**src/rtl/ex3_pkg.sv**
```systemverilog
// rtl/ex3_pkg.sv - shared excess-3 constants, FSM state type and legality check
package ex3_pkg;

   localparam logic [3:0] EX3_OFFSET = 4'd3;
   localparam logic [3:0] EX3_MIN    = 4'h3;
   localparam logic [3:0] EX3_MAX    = 4'hC;

   typedef enum logic {
      ACC  = 1'b0,
      DONE = 1'b1
   } state_t;

   function automatic logic ex3_legal(input logic [3:0] code);
      return (code >= EX3_MIN) && (code <= EX3_MAX);
   endfunction

endpackage

```
**src/rtl/ex3_digit_dec.sv**
```systemverilog
// rtl/ex3_digit_dec.sv - combinational excess-3 digit decoder with illegal-code flag
module ex3_digit_dec
   import ex3_pkg::*;
(
   input  logic [3:0] in_ex3,
   output logic [3:0] digit,
   output logic       illegal
);

   // Illegal codes decode to zero so they never perturb the accumulated value.
   always_comb begin
      illegal = !ex3_legal(in_ex3);
      digit   = illegal ? 4'd0 : (in_ex3 - EX3_OFFSET);
   end

endmodule

```
**src/rtl/ex3_to_bin_acc.sv**
```systemverilog
// rtl/ex3_to_bin_acc.sv - accumulates NDIG excess-3 digits (MSD first) into a binary value
module ex3_to_bin_acc
   import ex3_pkg::*;
#(
   parameter int NDIG  = 4,
   parameter int OUT_W = 14
) (
   input  logic             clk,
   input  logic             rst,
   input  logic             in_valid,
   output logic             in_ready,
   input  logic [3:0]       in_ex3,
   output logic             out_valid,
   input  logic             out_ready,
   output logic [OUT_W-1:0] out_bin,
   output logic             out_err
);

   localparam int CNT_W = (NDIG > 1) ? $clog2(NDIG) : 1;
   localparam logic [CNT_W-1:0] LAST = CNT_W'(NDIG - 1);

   if (NDIG < 1) begin : g_bad_ndig
      $error("NDIG must be at least 1");
   end

   state_t           state;
   logic [CNT_W-1:0] cnt;
   logic [OUT_W-1:0] acc;
   logic             err;

   logic [3:0]       digit;
   logic             illegal;
   logic [OUT_W-1:0] acc_next;

   ex3_digit_dec u_dec (
      .in_ex3  (in_ex3),
      .digit   (digit),
      .illegal (illegal)
   );

   // acc*10 as shift-and-add; the OUT_W sizing rule rules out overflow.
   always_comb begin
      acc_next = (acc << 3) + (acc << 1) + OUT_W'(digit);
   end

   always_ff @(posedge clk) begin
      if (rst) begin
         state     <= ACC;
         cnt       <= '0;
         acc       <= '0;
         err       <= 1'b0;
         in_ready  <= 1'b1;
         out_valid <= 1'b0;
         out_bin   <= '0;
         out_err   <= 1'b0;
      end else begin
         case (state)
            ACC: begin
               if (in_valid) begin
                  acc <= acc_next;
                  err <= err | illegal;
                  if (cnt == LAST) begin
                     out_bin   <= acc_next;
                     out_err   <= err | illegal;
                     cnt       <= '0;
                     state     <= DONE;
                     in_ready  <= 1'b0;
                     out_valid <= 1'b1;
                  end else begin
                     cnt <= cnt + CNT_W'(1);
                  end
               end
            end
            DONE: begin
               // Result is held until taken; the next number starts from a clean slate.
               if (out_ready) begin
                  acc       <= '0;
                  err       <= 1'b0;
                  state     <= ACC;
                  in_ready  <= 1'b1;
                  out_valid <= 1'b0;
               end
            end
            default: begin
               state     <= ACC;
               in_ready  <= 1'b1;
               out_valid <= 1'b0;
            end
         endcase
      end
   end

endmodule
```
**config.mk**
```make
export PLATFORM = sky130hd
export DESIGN_NAME = ex3_to_bin_acc
export DESIGN_NICKNAME = d
export VERILOG_FILES = /design/src/rtl/ex3_pkg.sv /design/src/rtl/ex3_digit_dec.sv /design/src/rtl/ex3_to_bin_acc.sv
export SDC_FILE = /design/constraint.sdc
export NUM_CORES = 1
export LEC_CHECK = 0
export ABC_CLOCK_PERIOD_IN_PS = 3600
export CAP_MARGIN = 20
export CORE_MARGIN = 10
export CORE_UTILIZATION = 59
export CTS_BUF_LIST = sky130_fd_sc_hd__clkbuf_8
export CTS_CLUSTER_SIZE = 8
export DETAILED_ROUTE_END_ITERATION = 10
export DONT_BUFFER_PORTS = 1
export HOLD_SLACK_MARGIN = 0.1
export PLACE_DENSITY = 0.77
export SLEW_MARGIN = 15
export SYNTH_ARGS = -nofsm -noshare
export SYNTH_HDL_FRONTEND = slang
export SYNTH_SLANG_ARGS = --single-unit
export TNS_END_PERCENT = 50
```
**constraint.sdc**
```tcl
create_clock -name clk -period 3.6 [get_ports clk]
set_input_delay 0.54 -clock clk [delete_from_list [all_inputs] [get_ports clk]]
set_output_delay 0.54 -clock clk [all_outputs]
set_load 0.02 [all_outputs]
```
==> out/metrics.csv, run 1 <==
stage,metric,value,unit
grt,grt_pass1_vias,1495,
finish,antenna_cells,0,
critical_path,critical_path.endpoint_type,flip-flop,
synthesis,synth_flop_count,34,
synthesis,edf_count,0,
status,status,finished clean,
routing,drt-initial-drc-count,86,
cts,cts_tree,yes,
critical_path,crit_fanout,5,
finish,n_all_buffers,2,
power_and_ir_drop,clk-power,264,uW
synthesis,ys_sh_xor,4.36,%
sta,timing.hold.ws,0.309,ns
cts,clock_sinks,34,
finish,regArea,681,um2
synthesis,top_cells_by_area,"dfxtp_1 34%, ha_1 16%, a21oi_1 7.0%",
power_and_ir_drop,power_leader,registers,
power_and_ir_drop,power_frac_clock,32.3,%
sta,tns,0,ns
cts,cts_hold_buf,0,
synthesis,yosys-dominant-comb-family,simple AND/OR/NAND/NOR gates,
finish,largest_reg_flops,14,
synthesis,ys_chip_area,0.00201,mm2
finish,final_cell_mix,"34 x dfxtp_1, 29 x nand2_1, 28 x a21oi_1, 25 x ha_1, 18 x nor2_1",
grt,grt.total_usage,14.4,%
cts,cts_resized,0,
power_and_ir_drop,p_switching,233,uW
synthesis,synthTopCellsByCount,"34 x dfxtp_1, 29 x nand2_1, 28 x a21oi_1, 25 x ha_1, 18 x nor2_1",
routing,wl_met2,2000,um
synthesis,yosys.cell_types.count,47,
power_and_ir_drop,comb_power_share,18.0,%
synthesis,mux_share,0.498,%
sta,slew_viol_final,0,
critical_path,reg2reg_depth,10,
critical_path,r2r_setup_slack,1.01,ns
power_and_ir_drop,ir_drop,0.270,mV
Run 1, the metal 1 layer:
Supply wires on this layer in grey.
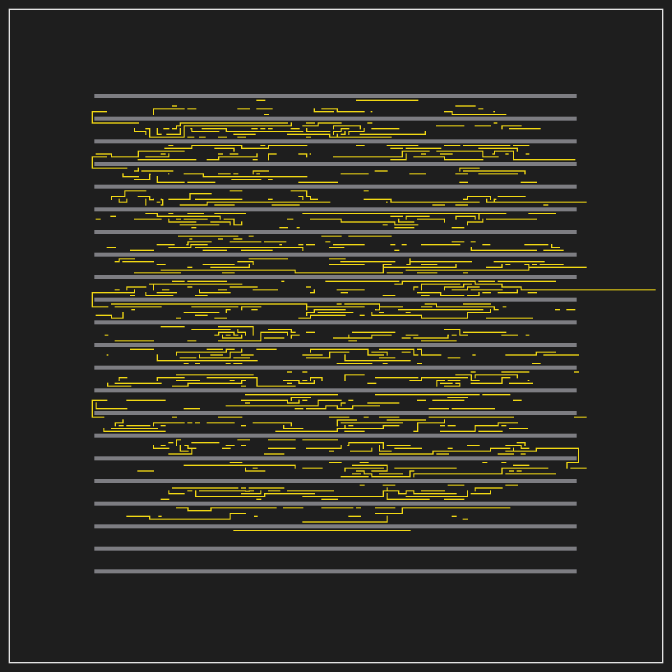
- wire length on this layer: 1,900 um
- share of all routed wire: 44%
- longest straight run: 24.4 um
- main direction: horizontal

Run 1, I/O nets highlighted:
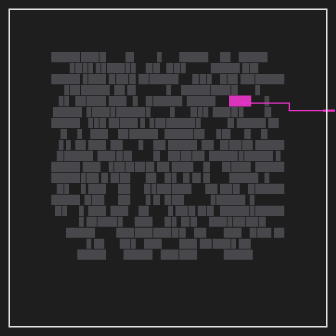
- `in_valid`: magenta (bits 1; direction input; end cells 2; buffers 0; wire 23.0 um)

Run 1, placed cells, one colour a class:
Scale bar: 20 um. Fill, decap, tap and diode cells in grey.
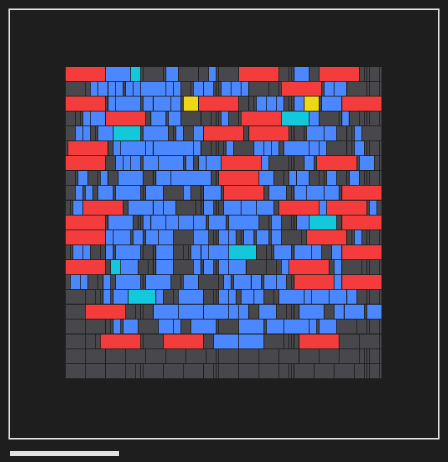
- remaining logic cells: blue (cells 190)
- registers: red (cells 34)
- clock drivers and dummy loads: cyan (cells 7)
- remaining buffers and delay cells: yellow (cells 2)

Run 1, cell density map:
The die is cut into 8 by 8 equal tiles; white is low, dark blue is high, 0 to 100% covered.
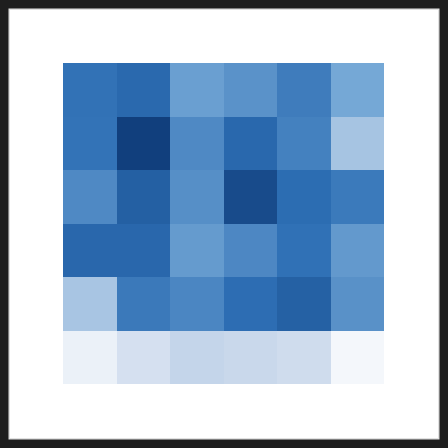

==> run 1 -> run 2 <==
- REMOVE_ABC_BUFFERS: default -> 1
- TNS_END_PERCENT: 50 -> 5
Run 2, cell density map:
The die is cut into 8 by 8 equal tiles; white is low, dark blue is high, 0 to 100% covered.
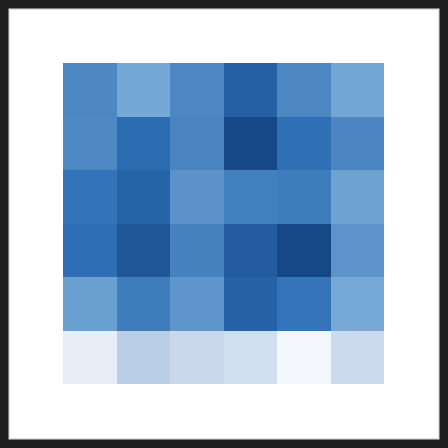
- tiles over 75% full: 13%
- mean over tiles: 34%
- fullest tile: 91%
- nearly empty tiles: 44%
- densest ninth of the die: middle

Run 2, placed cells, one colour a class:
Scale bar: 20 um. Fill, decap, tap and diode cells in grey.
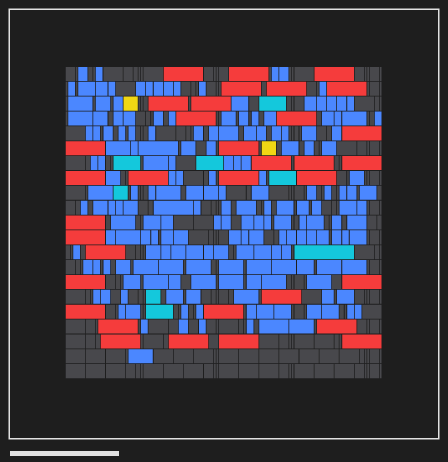
- remaining buffers and delay cells: yellow (cells 2)
- remaining logic cells: blue (cells 190)
- registers: red (cells 34)
- clock drivers and dummy loads: cyan (cells 8)
std cell rows: 21
final core utilization: 64.7%
core region area: 0.00331 mm2
Seq area share: 31.8%

Run 2, I/O nets highlighted:
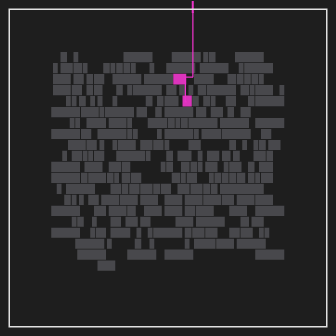
- `in_valid`: magenta (bits 1; direction input; end cells 2; buffers 0; wire 24.1 um)

==> out/metrics.csv, run 2 <==
stage,metric,value,unit,change
routing,wl_met2,2140,um,+6.8%
critical_path,reg2reg_depth,10,,unchanged
critical_path,critical_path.endpoint_type,flip-flop,,
synthesis,top_cells_by_area,"dfxtp_1 34%, ha_1 16%, a21oi_1 7.0%",,
power_and_ir_drop,power_combinational,148,uW,
cts,cts.clk_slew.worst_paths,0.08,ns,
power_and_ir_drop,power_leader,registers,,
finish,finalNonFillerCells,280,,
synthesis,yosys-dominant-comb-family,simple AND/OR/NAND/NOR gates,,
synthesis,mux_share,0.498,%,unchanged
synthesis,synthTopCellsByCount,"34 x dfxtp_1, 29 x nand2_1, 28 x a21oi_1, 25 x ha_1, 18 x nor2_1",,
critical_path,r2r_setup_slack,0.97,ns,-0.04 ns
grt,grt_max_degree,40,,
finish,largest_reg_flops,14,,unchanged
floorplan,die-height,78.3,um,
finish,final_cell_mix,"34 x dfxtp_1, 29 x nand2_1, 28 x a21oi_1, 25 x ha_1, 18 x nor2_1",,
synthesis,synth_cells,234,,
critical_path,rr_endpoint,out_bin[11],,
cts,cts_hold_buf,0,,unchanged
finish,reg_top3,"out_bin (14), acc (13), cnt (2)",,
sta,final.setup_skew,0.00783,ns,
hold_path,whs_endpoint,out_bin[0],,
routing,wl_per_cell,15.6,um,
critical_path,crit_fanout,5,,unchanged
sta,worst_pin_slew,0.648,ns,
finish,antenna_cells,0,,unchanged
synthesis,yosys.cell_types.count,47,,unchanged
grt,met3_usage,3.99,%,
critical_path,slowest_stage,fa_1,,
cts,clock_sinks,34,,unchanged
critical_path,cp.required,3.78,ns,
synthesis,yosys.stat.seqShare,33.9,%,
power_and_ir_drop,p_seq,406,uW,
power_and_ir_drop,p_switching,244,uW,+4.9%
synthesis,yosys-stat-cells,234,,
finish,bufAreaShareNonClock,0.701,%,
synthesis,async_reset_ff_share,0,%,
synthesis,edf_count,0,,unchanged
finish,n_all_buffers,2,,unchanged
power_and_ir_drop,ir_drop,0.339,mV,+26%
routing,drt_wl_total,4360,um,
synthesis,ff_type,dfxtp_1,,
synthesis,ys_chip_area,0.00201,mm2,unchanged
sta,grt_setup_unrepaired,no,,
finish,logic_area,0.00123,mm2,
routing,drt-initial-drc-count,116,,+35%
finish,design_area,0.00214,mm2,
status,status,finished clean,,
sta,fmax,0.324,GHz,
critical_path,worst_setup_path_start_kind,input port,,
cts,post-cts-setup-buffers,0,,
cts,numCtsBuffers,5,,
grt,grt_util_met1,17.4,%,
cts,cts_tree,yes,,
grt,grt_pass1_wl,7520,um,
finish,fillers,297,,
sta,slew_viol_final,0,,unchanged
synthesis,synth_flop_count,34,,unchanged
grt,top_usage_layer,met2,,
sta,tns,0,ns,unchanged
power_and_ir_drop,clk-power,351,uW,+33%
sta,min_period_over_period,85.8,%,
power_and_ir_drop,p_leak,0.930,nW,
critical_path,critPathMaxStageDelay,0.46,ns,
synthesis,ys_sh_simple,20.5,%,
sta,timing.hold.ws,0.312,ns,+0.00310 ns
finish,regArea,681,um2,unchanged
finish,inv_count,11,,
cts,cts_resized,0,,unchanged
sta,setup_viol,0,,
floorplan,die_w,78.3,um,
power_and_ir_drop,power.density,423,mW/mm2,
synthesis,synth_area_leader_cell,dfxtp_1,,
synthesis,ys_sh_xor,4.36,%,unchanged
placement,dp.cells,272,,
critical_path,cp-startpoint,in_ex3[0],,
grt,grt.total_usage,14.7,%,+0.24 points
power_and_ir_drop,p_int,662,uW,
sta,max-slew-margin-rel,56.8,%,
floorplan,nWellTaps,46,,
finish,clkbuf_count,5,,
power_and_ir_drop,comb_power_share,16.4,%,-1.6 points
critical_path,cp_num_cells,12,,
sta,hold_viol,0,,
synthesis,post_synth_ao_oa_area_fraction,18.4,%,
routing,drcViolationCount,0,,
power_and_ir_drop,power_frac_clock,38.8,%,+6.5 points
grt,grt_pass1_vias,1576,,+5.4%
cts,clock_path_buffers,2,,
Power figures rest on the tool's default switching activity, not on a simulated workload.
